--- src/rtl/display_pager_if.sv ---
// if_date_time: BCD date/time fields published by the DCF77 clock module.
//   second, minute, hour, day, month, year : two BCD digits each (8 bits)
//   day_of_week                            : 0 = unknown, 1 = Monday .. 7 = Sunday
// Modports:
//   src  - the clock module drives every field
//   sink - consumers such as display_pager only read
interface if_date_time;
  logic [7:0] second;
  logic [7:0] minute;
  logic [7:0] hour;
  logic [7:0] day;
  logic [7:0] month;
  logic [7:0] year;
  logic [2:0] day_of_week;

  modport src  (output second, minute, hour, day, month, year, day_of_week);
  modport sink (input  second, minute, hour, day, month, year, day_of_week);
endinterface

--- src/rtl/display_pager.sv ---
// display_pager: time-multiplexed seven-segment driver for the DCF77 date/time.
// A coherent shadow copy of the clock fields is captured on every tick_1hz.
// A page of that copy is chosen either from the switches or by auto-rotation.
// Digits are scanned one at a time onto shared active-low segment lines.
// The display blinks at 0.5 Hz while the receiver is not synchronised.
//
// Ports
//   clk         system clock
//   reset_n     asynchronous active-low reset
//   tick_1hz    one-cycle pulse per second
//   sync_valid  1 = DCF77 time synchronised (blinking suppressed)
//   auto_en     1 = auto-rotate pages, 0 = manual selection via SW
//   SW[2:0]     manual page select, SW[0] has highest priority
//   clock       if_date_time sink with the live BCD fields
//   SEG[6:0]    segments GFEDCBA, active-low, registered
//   AN[N-1:0]   digit enables, one-hot active-low, AN[0] is the rightmost digit
//   page[1:0]   page currently displayed, registered
//   dbg_mode_o  mode FSM state, 1 = AUTO, 0 = MANUAL
module display_pager #(
  parameter int NUM_DIGITS = 4,
  parameter int CLK_HZ     = 50_000_000,
  parameter int SCAN_HZ    = 1000,
  parameter int BLANK_CYC  = 2,
  parameter int ROTATE_S   = 5
) (
  input  logic                  clk,
  input  logic                  reset_n,
  input  logic                  tick_1hz,
  input  logic                  sync_valid,
  input  logic                  auto_en,
  input  logic [2:0]            SW,
  if_date_time.sink             clock,
  output logic [6:0]            SEG,
  output logic [NUM_DIGITS-1:0] AN,
  output logic [1:0]            page,
  output logic                  dbg_mode_o
);

  localparam int DIV       = CLK_HZ / (SCAN_HZ * NUM_DIGITS);
  localparam int PW        = $clog2(DIV);
  localparam int DW        = $clog2(NUM_DIGITS);
  localparam int NUM_PAGES = (NUM_DIGITS == 6) ? 3 : 4;
  localparam int RW        = (ROTATE_S > 1) ? $clog2(ROTATE_S) : 1;
  localparam logic [6:0] SEG_BLANK = 7'h7F;

  typedef enum logic {
    MANUAL = 1'b0,
    AUTO   = 1'b1
  } mode_e;

  // Glyph tables are written active-high (gfedcba) for readability and
  // inverted on the way out.
  function automatic logic [6:0] hex_glyph(input logic [3:0] n);
    logic [6:0] on;
    case (n)
      4'h0: on = 7'h3F;
      4'h1: on = 7'h06;
      4'h2: on = 7'h5B;
      4'h3: on = 7'h4F;
      4'h4: on = 7'h66;
      4'h5: on = 7'h6D;
      4'h6: on = 7'h7D;
      4'h7: on = 7'h07;
      4'h8: on = 7'h7F;
      4'h9: on = 7'h6F;
      4'hA: on = 7'h77;
      4'hB: on = 7'h7C;
      4'hC: on = 7'h39;
      4'hD: on = 7'h5E;
      4'hE: on = 7'h79;
      default: on = 7'h71;
    endcase
    return ~on;
  endfunction

  // Two-character weekday names: "--", Mo, tu, WE, th, Fr, SA, So.
  // M and W are approximated by an inverted U and a U respectively.
  function automatic logic [6:0] wd_glyph(input logic [2:0] wd, input logic left);
    logic [13:0] pair;
    case (wd)
      3'd0: pair = {7'h40, 7'h40};
      3'd1: pair = {7'h37, 7'h5C};
      3'd2: pair = {7'h78, 7'h1C};
      3'd3: pair = {7'h3E, 7'h79};
      3'd4: pair = {7'h78, 7'h74};
      3'd5: pair = {7'h71, 7'h50};
      3'd6: pair = {7'h6D, 7'h77};
      default: pair = {7'h6D, 7'h5C};
    endcase
    return left ? ~pair[13:7] : ~pair[6:0];
  endfunction

  // Shadow copy of the clock fields
  logic [7:0] sec_q, min_q, hour_q, day_q, mon_q, year_q;
  logic [2:0] wd_q;

  // Scan state
  logic [PW-1:0]         presc_q, presc_d;
  logic [DW-1:0]         digit_q, digit_d;
  logic [NUM_DIGITS-1:0] an_q, an_d;

  // Page / mode state
  mode_e         mode_q, mode_d;
  logic [1:0]    page_q, page_d;
  logic [RW-1:0] dwell_q, dwell_d;
  logic [1:0]    sw_page;

  // Blink and segment output
  logic       phase_q, phase_d;
  logic       blank_now;
  logic [6:0] glyph;
  logic [6:0] seg_q, seg_d;

  assign SEG        = seg_q;
  assign AN         = an_q;
  assign page       = page_q;
  assign dbg_mode_o = (mode_q == AUTO);

  // Scan: AN is computed from the next prescaler/digit values so that the
  // registered AN lines up with the prescaler count it describes.
  always_comb begin
    presc_d = presc_q + 1'b1;
    digit_d = digit_q;
    if (presc_q == PW'(DIV - 1)) begin
      presc_d = '0;
      digit_d = (digit_q == DW'(NUM_DIGITS - 1)) ? '0 : digit_q + 1'b1;
    end
    an_d = '1;
    if (presc_d >= PW'(BLANK_CYC)) an_d[digit_d] = 1'b0;
  end

  // Manual page decode, SW[0] > SW[1] > SW[2] > none
  always_comb begin
    sw_page = 2'd0;
    if (NUM_DIGITS == 6) begin
      if (SW[0])      sw_page = 2'd0;
      else if (SW[1]) sw_page = 2'd1;
      else if (SW[2]) sw_page = 2'd2;
    end else begin
      if (SW[0])      sw_page = 2'd1;
      else if (SW[1]) sw_page = 2'd2;
      else if (SW[2]) sw_page = 2'd3;
    end
  end

  // Mode FSM: the MANUAL->AUTO transition is the auto_en rising edge, so a
  // tick arriving on that same cycle restarts rotation instead of counting.
  always_comb begin
    mode_d  = mode_q;
    page_d  = page_q;
    dwell_d = dwell_q;
    case (mode_q)
      MANUAL: begin
        dwell_d = '0;
        if (auto_en) begin
          mode_d = AUTO;
          page_d = 2'd0;
        end else begin
          page_d = sw_page;
        end
      end
      AUTO: begin
        if (!auto_en) begin
          mode_d  = MANUAL;
          page_d  = sw_page;
          dwell_d = '0;
        end else if (tick_1hz) begin
          if (dwell_q == RW'(ROTATE_S - 1)) begin
            dwell_d = '0;
            page_d  = (page_q == 2'(NUM_PAGES - 1)) ? 2'd0 : page_q + 2'd1;
          end else begin
            dwell_d = dwell_q + 1'b1;
          end
        end
      end
    endcase
  end

  // sync_valid overrides the blink phase in the same cycle, so the display
  // returns to normal on the first edge after synchronisation.
  always_comb begin
    phase_d = phase_q;
    if (sync_valid)    phase_d = 1'b0;
    else if (tick_1hz) phase_d = ~phase_q;
  end

  assign blank_now = phase_q & ~sync_valid;

  // Glyph for the digit currently being scanned, taken from the shadow copy.
  always_comb begin
    glyph = SEG_BLANK;
    if (NUM_DIGITS == 6) begin
      case (page_q)
        2'd0: begin
          case (int'(digit_q))
            0: glyph = hex_glyph(sec_q[3:0]);
            1: glyph = hex_glyph(sec_q[7:4]);
            2: glyph = hex_glyph(min_q[3:0]);
            3: glyph = hex_glyph(min_q[7:4]);
            4: glyph = hex_glyph(hour_q[3:0]);
            5: glyph = hex_glyph(hour_q[7:4]);
            default: glyph = SEG_BLANK;
          endcase
        end
        2'd1: begin
          case (int'(digit_q))
            0: glyph = hex_glyph(mon_q[3:0]);
            1: glyph = hex_glyph(mon_q[7:4]);
            2: glyph = hex_glyph(day_q[3:0]);
            3: glyph = hex_glyph(day_q[7:4]);
            4: glyph = wd_glyph(wd_q, 1'b0);
            5: glyph = wd_glyph(wd_q, 1'b1);
            default: glyph = SEG_BLANK;
          endcase
        end
        2'd2: begin
          // Year shown as 20YY with the two leftmost digits dark
          case (int'(digit_q))
            0: glyph = hex_glyph(year_q[3:0]);
            1: glyph = hex_glyph(year_q[7:4]);
            2: glyph = hex_glyph(4'h0);
            3: glyph = hex_glyph(4'h2);
            default: glyph = SEG_BLANK;
          endcase
        end
        default: glyph = SEG_BLANK;
      endcase
    end else begin
      case (page_q)
        2'd0: begin
          case (int'(digit_q))
            0: glyph = hex_glyph(min_q[3:0]);
            1: glyph = hex_glyph(min_q[7:4]);
            2: glyph = hex_glyph(hour_q[3:0]);
            default: glyph = hex_glyph(hour_q[7:4]);
          endcase
        end
        2'd1: begin
          case (int'(digit_q))
            0: glyph = hex_glyph(sec_q[3:0]);
            1: glyph = hex_glyph(sec_q[7:4]);
            default: glyph = hex_glyph(4'h0);
          endcase
        end
        2'd2: begin
          case (int'(digit_q))
            0: glyph = hex_glyph(day_q[3:0]);
            1: glyph = hex_glyph(day_q[7:4]);
            2: glyph = wd_glyph(wd_q, 1'b0);
            default: glyph = wd_glyph(wd_q, 1'b1);
          endcase
        end
        default: begin
          case (int'(digit_q))
            0: glyph = hex_glyph(mon_q[3:0]);
            1: glyph = hex_glyph(mon_q[7:4]);
            2: glyph = hex_glyph(year_q[3:0]);
            default: glyph = hex_glyph(year_q[7:4]);
          endcase
        end
      endcase
    end
  end

  assign seg_d = blank_now ? SEG_BLANK : glyph;

  always_ff @(posedge clk or negedge reset_n) begin
    if (!reset_n) begin
      sec_q   <= '0;
      min_q   <= '0;
      hour_q  <= '0;
      day_q   <= '0;
      mon_q   <= '0;
      year_q  <= '0;
      wd_q    <= '0;
      presc_q <= '0;
      digit_q <= '0;
      an_q    <= '1;
      mode_q  <= MANUAL;
      page_q  <= 2'd0;
      dwell_q <= '0;
      phase_q <= 1'b0;
      seg_q   <= SEG_BLANK;
    end else begin
      if (tick_1hz) begin
        sec_q  <= clock.second;
        min_q  <= clock.minute;
        hour_q <= clock.hour;
        day_q  <= clock.day;
        mon_q  <= clock.month;
        year_q <= clock.year;
        wd_q   <= clock.day_of_week;
      end
      presc_q <= presc_d;
      digit_q <= digit_d;
      an_q    <= an_d;
      mode_q  <= mode_d;
      page_q  <= page_d;
      dwell_q <= dwell_d;
      phase_q <= phase_d;
      seg_q   <= seg_d;
    end
  end

endmodule

--- src/flat_wrapper.sv ---
// flat-port wrapper written by rule: the top's interface ports become plain ports
module display_pager_flat 
#(
  parameter int NUM_DIGITS = 4,
  parameter int CLK_HZ     = 50_000_000,
  parameter int SCAN_HZ    = 1000,
  parameter int BLANK_CYC  = 2,
  parameter int ROTATE_S   = 5
)
  (clk, reset_n, tick_1hz, sync_valid, auto_en, SW, SEG, AN, page, dbg_mode_o, clock_second, clock_minute, clock_hour, clock_day, clock_month, clock_year, clock_day_of_week);
  if_date_time clock_i ();
  input  logic clk;
  input  logic reset_n;
  input  logic tick_1hz;
  input  logic sync_valid;
  input  logic auto_en;
  input  logic [2:0] SW;
  output logic [6:0] SEG;
  output logic [NUM_DIGITS-1:0] AN;
  output logic [1:0] page;
  output logic dbg_mode_o;
  input wire logic [$bits(clock_i.second)-1:0] clock_second;
  input wire logic [$bits(clock_i.minute)-1:0] clock_minute;
  input wire logic [$bits(clock_i.hour)-1:0] clock_hour;
  input wire logic [$bits(clock_i.day)-1:0] clock_day;
  input wire logic [$bits(clock_i.month)-1:0] clock_month;
  input wire logic [$bits(clock_i.year)-1:0] clock_year;
  input wire logic [$bits(clock_i.day_of_week)-1:0] clock_day_of_week;
  assign clock_i.second = clock_second;
  assign clock_i.minute = clock_minute;
  assign clock_i.hour = clock_hour;
  assign clock_i.day = clock_day;
  assign clock_i.month = clock_month;
  assign clock_i.year = clock_year;
  assign clock_i.day_of_week = clock_day_of_week;
  display_pager #(.NUM_DIGITS(NUM_DIGITS), .CLK_HZ(CLK_HZ), .SCAN_HZ(SCAN_HZ), .BLANK_CYC(BLANK_CYC), .ROTATE_S(ROTATE_S)) u_core (.clk(clk), .reset_n(reset_n), .tick_1hz(tick_1hz), .sync_valid(sync_valid), .auto_en(auto_en), .SW(SW), .clock(clock_i), .SEG(SEG), .AN(AN), .page(page), .dbg_mode_o(dbg_mode_o));
endmodule
--- config.mk ---
export PLATFORM = sky130hd
export DESIGN_NAME = display_pager_flat
export DESIGN_NICKNAME = d
export VERILOG_FILES = /design/src/rtl/display_pager_if.sv /design/src/rtl/display_pager.sv /design/src/flat_wrapper.sv
export SDC_FILE = /design/constraint.sdc
export NUM_CORES = 1
export LEC_CHECK = 0
export CORE_MARGIN = 2
export CORE_UTILIZATION = 40
export DETAILED_ROUTE_END_ITERATION = 12
export SLEW_MARGIN = 25
export SYNTH_ARGS = -nofsm -noshare
export SYNTH_HDL_FRONTEND = slang
export SYNTH_SLANG_ARGS = --single-unit
--- constraint.sdc ---
create_clock -name clk -period 2.3 [get_ports clk]
set_clock_uncertainty 0.15 [all_clocks]
set_input_delay 0.46 -clock clk [delete_from_list [all_inputs] [get_ports clk]]
set_output_delay 0.46 -clock clk [all_outputs]
set_load 0.005 [all_outputs]
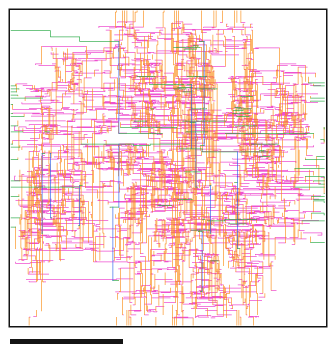
run_1/metal_stack.png
The bar under the picture is 50 um long.
[green] met3 | wire length: 699 um
[magenta] met1 | wire length: 9080 um
[blue] met4 | wire length: 377 um
[orange] met2 | wire length: 8280 um

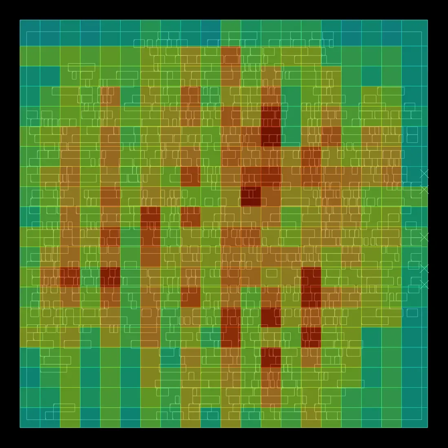
run_1/final_congestion.png
Tot GR Track Use: 19.1%
GRT busiest layer: met2
final core occ: 48.6%
GRT met1 Usage: 26.9%
M3 GR Usage: 2.67%

==> results.toml, run 1 <==
# yosys + openroad results
[pwr]
pwr-share-seq_pct = 40.1
swShare_pct = 31.8
p_comb_uw = 1240
peakVddDrop_mv = 0.335
p_leak_uw = 0.00378
pg_clk_uw = 1520
powerDensity_nw_per_um2 = 525
power_switching_uw = 1470
p_clk_share_pct = 33.0
p_int_uw = 3150
maxPowerGroup = "sequential cells"
power.total_uw = 4610
combPwrFrac_pct = 26.9

[critical_path]
cp-endpoint = "u_core.SEG[1]"
critPathMaxFanout = 5
cp_top_family = "AND-OR/OR-AND gates"
r2r_slack_ps = 90
path_class = "register to register"
required_ps = 2420
startpoint_type = "register"
crit_path_max_incr_delay_ps = 420
r2r_start = "u_core.hour_q[1]"
worstPathArrival_ps = 2340
reg2reg_to = "u_core.SEG[1]"
cp-end-kind = "register"
cp_num_cells = 8
reg2reg_depth = 8
crit_buf_inv = 1
critPathLaunch = "u_core.hour_q[1]"
slowest_stage = "dfrtp_1"
path_cells = "inv_1 > ha_1 > or2_2 > nand2_1 > o22ai_1 > a2111o_1 > a31oi_1 > a32oi_1"

[synth]
ys_sh_adder_pct = 16.1
synth-warning-count = 0
synth.area.mux_share_pct = 8.87
yosysChipArea_um2 = 7400
edf_count = 0
ys_sh_aoi_pct = 20.4
syn_inst = 846
ys_seq_share_pct = 28.9
ys_sh_simple_pct = 17.9
flop_cell = "dfrtp_1"
yosys_cells = 846
top_logic_kind = "AND-OR/OR-AND gates"
synthArstFlopShare_pct = 100
avgSynthCellArea_um2 = 8.75
syn_area_um2 = 7400
fp_nets = 1000
synth_flops = 85
synth.cellmix.xorXnorShare_pct = 2.25
yosys.cell_types.count = 72

[floorplan]
core_area_um2 = 18100
fp_util_pct = 40.9
die_height_um = 140
row_count = 49
die_x_um = 140
num_io_pins = 73
die_area_um2 = 19600

[cts]
clk_pin_slew_worst_paths_ps = 70
cts_tree = "built"
htreeDepth = 3
clk-insertion-delay-late_ps = 350
cts.sinks = 85
numCtsBuffers = 9
root_buffer = "clkbuf_16"
cts.path.max_buffers = 2

[timing]
relSlewSlack_pct = 64.8
tightest_slew_ps = 522
setup_viol = 0
hold_violations = 9
slew_violations = 0
fmax_mhz = 452
min_period_over_period_pct = 96.3
rsz0062_at_grt = "no"
layout_min_cycle_time_ps = 2210
holdWs_ps = -36.8

[global_route]
grt_pass1_wl_um = 30400
grt_pass1_vias = 5993
antenna_found_initial = 0
grt_max_degree = 86
grt.overflow.total = 0

[detailed_routing]
antenna_left = 0
viasPerCell = 5.52
drt_iter0_markers = 339
wl_per_cell_um = 16.2
via_count = 6295
first_pass_iters = 11
route.detailed.drc = 5
wirelength_um = 18400

[finish]
lay_top_cells = "ha_1 (95), nand2_1 (85), dfrtp_1 (71)"
final_common_cell = "ha_1"
fill_cells = 1709
fin_nets = 1061
largest_register = "u_core.presc_q"
diodes = 0
largest_reg_flops = 14
layout-drive-gt1-share_pct = 13.4
areaGrowthSynthToFinish_pct = 18.8

[job]
warnings = 105
cap_violations = 0

[placement]
dpl.hpwl_um = 13900
routabilityCongestion = 0.891
portBuffers = 72

[outcome]
violations = "design-rule violations, negative hold slack"
status = "finished with violations"

[hold_path]
hold_class = "input pin to asynchronous set/reset pin"
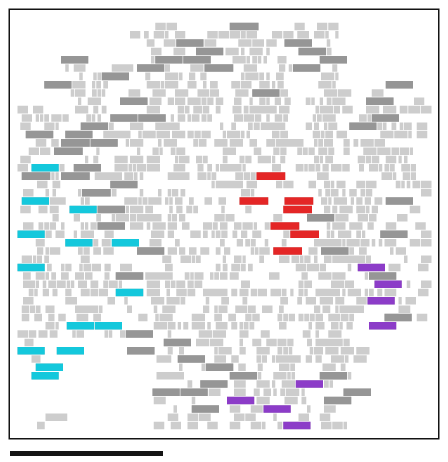
run_1/registers.png
The bar under the picture is 50 um long.
[cyan] u_core.presc_q | placed flops: 14
[red] u_core.SEG | placed flops: 7
[purple] u_core.year_q | placed flops: 8 | where: bottom right
P_seq: 1850 uW
sequential share of cell area: 24.4%
Sequential Area: 2140 um^2

-- run 1: what timing repair did --
action / CTS / global route
pin swaps: 0 / 1
setup buffers: 0 / 1
hold buffers: 0 / 0
gates cloned: 0 / 0
hold endpoints to repair: 0 / 0
endpoints found under the setup margin: 1 / 6
resized: 1 / 9
-- run 1: layer usage --
layer | GRT usage (%) | routed length [um] | vias up
met5 | 0 | 0 | -
met4 | 6.65 | 376 | 0
met3 | 2.67 | 698 | 26
met2 | 30.0 | 8280 | 137
met1 | 26.9 | 9080 | 2988
li1 | - | - | 3144
-- run 1: metrics by stage --
| step | instances | worst slack [ps] | hold slack (ps) | cell area (um^2) | TNS (ps) |
|---|---|---|---|---|---|
| 2_1_floorplan | 846 | 133 | 14.4 | 7400 | 0 |
| 3_3_place_gp | 1124 | 62.7 | 316 | 8470 | 0 |
| 3_5_place_dp | 1124 | -1.46 | 326 | 8470 | -1.46 |
| 4_1_cts | 1139 | 46.1 | 12.7 | 8770 | 0 |
| 5_1_grt | 1140 | 0.241 | 30.9 | 8790 | 0 |
| 6_report | 1140 | 85.5 | -36.8 | 8790 | 0 |
-- run 1: worst register-to-register path: stages (launching register included) --
cell and delay [ps]:
dfrtp_1 420, inv_1 160, ha_1 250, or2_2 300, nand2_1 70, o22ai_1 70
a2111o_1 420, a31oi_1 180, a32oi_1 120
-- run 1: cell type report --
type	count	area, um^2	area share, %
Multi-Input combinational cell	657	4860	55.3
Clock buffer	10	239	2.72
Clock inverter	5	61.3	0.697
Tap cell	229	287	3.26
Timing Repair Buffer	107	1030	11.7
Inverter	47	176	2.01
Sequential cell	85	2140	24.4
-- run 1: synthesized netlist by cell type (4+ instances only) --
| master | number | area (um^2) |
|---|---|---|
| a211oi_1 | 9 | 67.6 |
| a21oi_1 | 36 | 180 |
| a221o_1 | 6 | 60.1 |
| a22o_1 | 8 | 70.1 |
| a22oi_1 | 9 | 67.6 |
| a311oi_1 | 5 | 43.8 |
| a31oi_1 | 10 | 62.6 |
| a32oi_1 | 4 | 35.0 |
| buf_1 | 7 | 26.3 |
| buf_2 | 7 | 35.0 |
| clkbuf_1 | 41 | 154 |
| dfrtp_1 | 74 | 1850 |
| dfstp_2 | 11 | 289 |
| ha_1 | 95 | 1190 |
| inv_1 | 46 | 173 |
| mux2_2 | 31 | 349 |
| mux2i_1 | 15 | 150 |
| mux4_2 | 7 | 158 |
| nand2_1 | 85 | 319 |
| nand2b_1 | 17 | 106 |
| nand3_1 | 22 | 110 |
| nand3b_1 | 6 | 45.0 |
| nand4_1 | 5 | 31.3 |
| nor2_1 | 57 | 214 |
| nor2b_1 | 32 | 200 |
| nor3_1 | 13 | 65.1 |
| nor3b_1 | 4 | 30.0 |
| o211ai_1 | 14 | 105 |
| o21ai_0 | 67 | 335 |
| o22ai_1 | 7 | 43.8 |
| o32a_1 | 6 | 60.1 |
| o32ai_1 | 6 | 52.6 |
| xnor2_1 | 10 | 87.6 |
| xor2_1 | 9 | 78.8 |
run_1/cell_classes.png
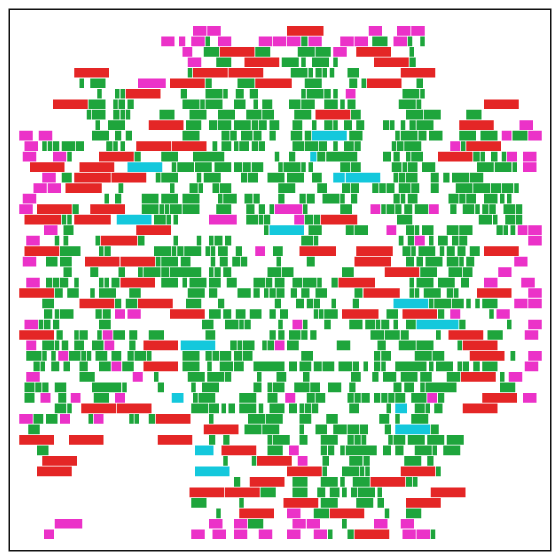

## Run 2: what changed since run 1
CORE_ASPECT_RATIO = 1.1   (was default)
SETUP_SLACK_MARGIN = 0.02   (was default)
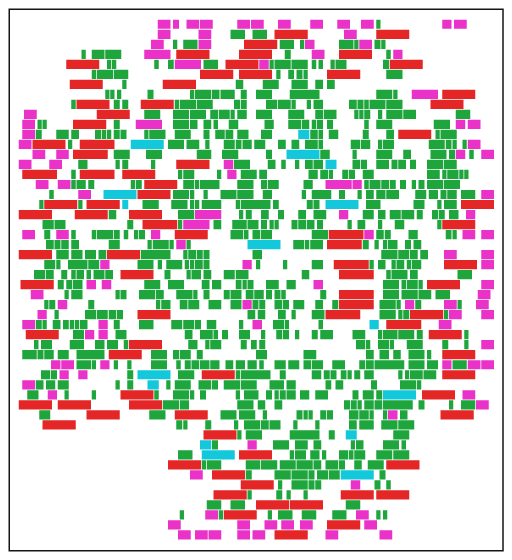
run_2/cell_classes.png
[magenta] other buffers and delay cells | cells: 115 | share of their area: 13%
[green] all other logic | cells: 704 | share of their area: 59%
[red] flops | cells: 85 | share of their area: 25%
[cyan] clock drivers and dummy loads | cells: 16 | share of their area: 3.3%

==> run 2 against run 1 <==
Compared with the run above:
- the flow now finishes without violations
- critical endpoint unchanged
- critical path depth unchanged
- sequential share of layout area decreased by 0.31 points
- non-clock buffer count is 8 higher
- highest routed layer unchanged
- final cell count grew 2.0%
- die size about the same
- critical path type unchanged
==> results.toml, run 2 <==
# yosys + openroad results
[detailed_routing]
wirelength_um = 18200
viasPerCell = 5.33
via_count = 6195
wl_per_cell_um = 15.7
drt_iter0_markers = 371
route.detailed.drc = 0
first_pass_iters = 5
antenna_left = 0

[cts]
htreeDepth = 3
cts.path.max_buffers = 2
cts_tree = "built"
clk-insertion-delay-late_ps = 360
root_buffer = "clkbuf_16"
numCtsBuffers = 9
clk_pin_slew_worst_paths_ps = 70
cts.sinks = 85

[synth]
yosys.area.top_type = "dfrtp_1"
top_cell = "ha_1"
synth_flops = 85
top_area_share_pct = 25.0
synthTopCellsByCount = "ha_1 (95), nand2_1 (85), dfrtp_1 (74), o21ai_0 (67), nor2_1 (57)"
avgSynthCellArea_um2 = 8.75
syn_inst = 846
synthArstFlopShare_pct = 100
yosys.cell_types.count = 72
edf_count = 0
yosysChipArea_um2 = 7400
ys_seq_share_pct = 28.9
syn_area_um2 = 7400
synth-warning-count = 0
top_cells_by_area = "dfrtp_1 (25%), ha_1 (16%), mux2_2 (4.7%)"
flop_cell = "dfrtp_1"
fp_nets = 1000
yosys_cells = 846

[placement]
dpl.hpwl_um = 13800
dpl.cell_count = 1139
portBuffers = 72
routabilityCongestion = 0.875
place_area_um2 = 8530

[floorplan]
num_io_pins = 73
die_height_um = 147
die_area_um2 = 19600
die_x_um = 134
fp_util_pct = 40.5
row_count = 52
core_area_um2 = 18300

[finish]
areaGrowthSynthToFinish_pct = 20.2
diodes = 0
largest_reg_flops = 14
logic_area_um2 = 4870
fill_cells = 1771
fin_util_pct = 48.7
seq_area_um2 = 2140
lay_top_cells = "ha_1 (93), nand2_1 (85), dfrtp_1 (72)"
fin_nets = 1069
largest_register = "u_core.presc_q"
final_common_cell = "ha_1"
stdcell_count = 1163
layout-drive-gt1-share_pct = 14.3
finalInstanceArea_um2 = 8900

[critical_path]
path_class = "register to register"
slowest_stage = "dfrtp_2"
path_cells = "inv_2 > ha_1 > or2_2 > nand2_1 > o22ai_1 > a2111o_1 > a31oi_1 > a32oi_1"
worstPathArrival_ps = 2310
r2r_slack_ps = 110
cp-end-kind = "register"
required_ps = 2420
critPathMaxFanout = 5
crit_path_max_incr_delay_ps = 450
startpoint_type = "register"

[global_route]
grt_usage_pct = 19.3
grt_pass1_wl_um = 30800
grt_pass1_vias = 6040
use_met2_pct = 31.4
grt.overflow.total = 0
antenna_found_initial = 0
grt_max_degree = 40
grt.met1_usage_pct = 26.4
busiest_layer = "met2"
met3_usage_pct = 3.40

[pwr]
peakVddDrop_mv = 0.358
p_leak_uw = 0.00382
powerDensity_nw_per_um2 = 508

[job]
cap_violations = 0
warnings = 106

[timing]
setup_viol = 0
relSlewSlack_pct = 66.1
fmax_mhz = 457
hold_violations = 0
slew_violations = 0
layout_min_cycle_time_ps = 2190
finalSetupTns_ps = 0
holdWs_ps = 335
rsz0062_at_grt = "yes"
min_period_over_period_pct = 95.2
tightest_slew_ps = 509

[outcome]
status = "finished, final reports clean"

[hold_path]
hold_class = "input pin to asynchronous set/reset pin"
## run 2: cell counts after synthesis
No cell type changed its count.
## run 2: power breakdown
| group | internal (uW) | switching (uW) |
|---|---|---|
| logic | 660 | 606 |
| clock network | 745 | 668 |
| registers | 1640 | 209 |
## run 2: timing repair
action / CTS / global route
resized: 1 / 12
buffers inserted: 0 / 7
hold endpoints to repair: 11 / 0
hold buffers: 1 / 0
endpoints found under the setup margin: 1 / 9
pin swaps: 0 / 1
## run 2: worst max-delay path: cells and delay by family, from the launching register on
kind | cells | cell delay (ps)
compound gates | 4 | 800
flops | 1 | 450
simple gates | 2 | 380
fa+ha+maj | 1 | 220
buf+inv | 1 | 100
## run 2: final cells by class
cell class / count / area share (%)
clock inverters: 7 / 0.633
multi-input cells: 657 / 54.7
well taps: 243 / 3.42
inverters: 47 / 1.98
clock buffers: 9 / 2.53
flip-flops and latches: 85 / 24.1
repair buffers: 115 / 12.7
## run 2: logic make-up (layout without fill, tap and decap cells)
group | Yosys count | in the layout | synth area share [%]
flops | 85 | 85 | 28.9
compound gates | 224 | 224 | 20.4
xor+xnor | 19 | 19 | 2.25
mux | 53 | 53 | 8.87
buf+inv | 104 | 178 | 5.60
simple gates | 266 | 266 | 17.9
fa+ha+maj | 95 | 95 | 16.1
## run 2: per-stage QoR
stage	setup WS, ps	total power, uW
finish	111	4520
global route	-1.76	4820
detailed placement	33.0	3110
floorplan	133	2640
CTS	33.2	4550
global placement	69.6	3100
## run 2: path summary, 6_finish.rpt
kind	startpoint	to	cells after the start
min reg2reg	u_core.presc_q[0]	u_core.presc_q[0]	1
max reg2reg	u_core.hour_q[1]	u_core.SEG[1]	8
max	u_core.hour_q[1]	u_core.SEG[1]	8
min in group clk	tick_1hz	u_core.sec_q[1]	3
max in group asynchronous	reset_n	u_core.AN[0]	3
min	reset_n	u_core.min_q[1]	2
## run 2: per-layer routing
layer	vias to the layer above	wire length (um)
met4	0	323
li1	3157	-
met5	-	0
met3	23	733
met2	113	8520
met1	2902	8650
## Run 3: what changed since run 2
CTS_CLUSTER_DIAMETER = 30   (was default)
GPL_ROUTABILITY_DRIVEN = 0   (was default)
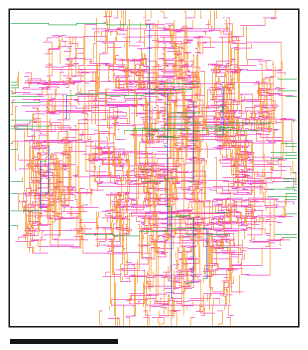
run_3/metal_stack.png
The bar under the picture is 50 um long.
[blue] met4 | wire length: 324 um
[green] met3 | wire length: 734 um
[magenta] met1 | wire length: 8650 um
[orange] met2 | wire length: 8520 um

==> run 3 against run 2 <==
Compared with the run above:
- maximum frequency unchanged
- register-to-register slack about the same
- synthesized cell count unchanged
- cell area unchanged
- critical endpoint unchanged
- first-iteration DRC count unchanged
- core utilization unchanged
- highest routed layer unchanged
- largest power group unchanged
- sequential cell count unchanged
- area after synthesis unchanged
- largest cell class unchanged
- setup slack unchanged
- worst hold slack unchanged
- final cell count unchanged
- critical path depth unchanged
==> results.toml, run 3 <==
# yosys + openroad results
[synth]
edf_count = 0
synthTopCellsByCount = "ha_1 (95), nand2_1 (85), dfrtp_1 (74), o21ai_0 (67), nor2_1 (57)"
synth_flops = 85
top_cells_by_area = "dfrtp_1 (25%), ha_1 (16%), mux2_2 (4.7%)"
fp_nets = 1000
top_cell = "ha_1"
yosys.area.top_type = "dfrtp_1"
syn_area_um2 = 7400
synth-warning-count = 0
avgSynthCellArea_um2 = 8.75
yosys.cell_types.count = 72
synthArstFlopShare_pct = 100
top_area_share_pct = 25.0
flop_cell = "dfrtp_1"
yosysChipArea_um2 = 7400
ys_seq_share_pct = 28.9
yosys_cells = 846
syn_inst = 846

[cts]
htreeDepth = 3
clk_pin_slew_worst_paths_ps = 70
cts.sinks = 85
numCtsBuffers = 9
clk-insertion-delay-late_ps = 360
cts_tree = "built"
root_buffer = "clkbuf_16"
cts.path.max_buffers = 2

[detailed_routing]
first_pass_iters = 5
viasPerCell = 5.33
wl_per_cell_um = 15.7
antenna_left = 0
met1_length_um = 8650
wirelength_um = 18200
routed-wl-met2_um = 8520
highest_layer = "met4"
route.detailed.drc = 0
via_count = 6195
drt_iter0_markers = 371
wl_met3_um = 733

[global_route]
grt_pass1_vias = 6040
grt_max_degree = 40
grt.overflow.total = 0
grt_usage_pct = 19.3
grt_pass1_wl_um = 30800
antenna_found_initial = 0

[timing]
slew_violations = 0
fmax_mhz = 457
tightest_slew_ps = 509
layout_min_cycle_time_ps = 2190
min_period_over_period_pct = 95.2
hold_violations = 0
relSlewSlack_pct = 66.1
rsz0062_at_grt = "yes"
setup_viol = 0

[finish]
stdcell_count = 1163
fin_nets = 1069
final_common_cell = "ha_1"
diodes = 0
lay_top_cells = "ha_1 (93), nand2_1 (85), dfrtp_1 (72)"
largest_reg_flops = 14
fill_cells = 1771
areaGrowthSynthToFinish_pct = 20.2
layout-drive-gt1-share_pct = 14.3
largest_register = "u_core.presc_q"

[floorplan]
num_io_pins = 73
row_count = 52
core_area_um2 = 18300
die_x_um = 134
fp_util_pct = 40.5
die_height_um = 147
die_area_um2 = 19600

[pwr]
power.total_uw = 4520
peakVddDrop_mv = 0.358
powerDensity_nw_per_um2 = 508
p_leak_uw = 0.00382

[critical_path]
path_class = "register to register"
worstPathArrival_ps = 2310
r2r_start = "u_core.hour_q[1]"
required_ps = 2420
startpoint_type = "register"
reg2reg_depth = 8
reg2reg_to = "u_core.SEG[1]"
critPathMaxFanout = 5
r2r_slack_ps = 110
cp-end-kind = "register"

[job]
cap_violations = 0
warnings = 106

[hold_path]
hold_class = "input pin to asynchronous set/reset pin"

[placement]
dpl.hpwl_um = 13800
dpl.cell_count = 1139
portBuffers = 72

[outcome]
status = "finished, final reports clean"
## run 3: cell type report
type                       instances  area, um^2  share of cell area (%)
tap                              243         304                    3.42
multi-input combinational        657        4870                    54.7
sequential                        85        2140                    24.1
inverter                          47         176                    1.98
timing repair buffer             115        1130                    12.7
clock inverter                     7        56.3                   0.633
clock buffer                       9         225                    2.53
## run 3: worst max-delay path by stage
stage                          endpoint  slack, ps         startpoint  depth (start not counted)
after floorplan            u_core.AN[1]        130  u_core.presc_q[0]                          8
after global placement    u_core.SEG[3]         70    u_core.day_q[1]                          7
after detailed placement  u_core.SEG[3]         30   u_core.hour_q[5]                          8
after CTS                 u_core.SEG[3]         30    u_core.day_q[1]                          7
after global routing      u_core.SEG[3]         -2   u_core.hour_q[4]                          8
final                     u_core.SEG[1]        110   u_core.hour_q[1]                          8
## run 3: kinds of logic after synthesis
logic type | Yosys count | share of synthesized area [%]
mux | 53 | 8.87
compound gates | 224 | 20.4
buf+inv | 104 | 5.60
simple gates | 266 | 17.9
flops | 85 | 28.9
xor+xnor | 19 | 2.25
fa+ha+maj | 95 | 16.1
## run 3: metrics by stage
stage | TNS, ps | hold WS, ps | util [%] | setup slack, ps | area [um^2]
finish | 0 | 335 | 48.7 | 111 | 8900
global route | -1.76 | 345 | 48.7 | -1.76 | 8900
CTS | 0 | 339 | 48.3 | 33.2 | 8830
detailed placement | 0 | 181 | 46.7 | 33.0 | 8530
global placement | 0 | 186 | 46.7 | 69.6 | 8530
floorplan | 0 | 14.4 | - | 133 | 7400
## run 3: per-layer routing
| layer | global-route usage (%) | vias up |
|---|---|---|
| met5 | 0 | - |
| met4 | 5.74 | 0 |
| met3 | 3.40 | 23 |
| met2 | 31.4 | 113 |
| met1 | 26.4 | 2902 |
| li1 | - | 3157 |
## run 3: critical path, cell delays in order, from the launching register on
cell and delay [ps]:
dfrtp_2 450, inv_2 100, ha_1 220, or2_2 300, nand2_1 80, o22ai_1 80
a2111o_1 410, a31oi_1 180, a32oi_1 130
## run 3: timing repair
| action | CTS | global route |
|---|---|---|
| setup endpoints to repair | 1 | 9 |
| pin swaps | 0 | 1 |
| resized | 1 | 12 |
| endpoints found under the hold margin | 11 | 0 |
| hold buffers | 1 | 0 |
| buffers inserted | 0 | 7 |
## run 3: power by group
| group | switching (uW) | leakage (uW) | internal, uW |
|---|---|---|---|
| sequential | 209 | 0.00102 | 1640 |
| combinational | 606 | 0.00266 | 660 |
| clock | 668 | 0.000137 | 745 |
Power and IR drop assume default switching activity.
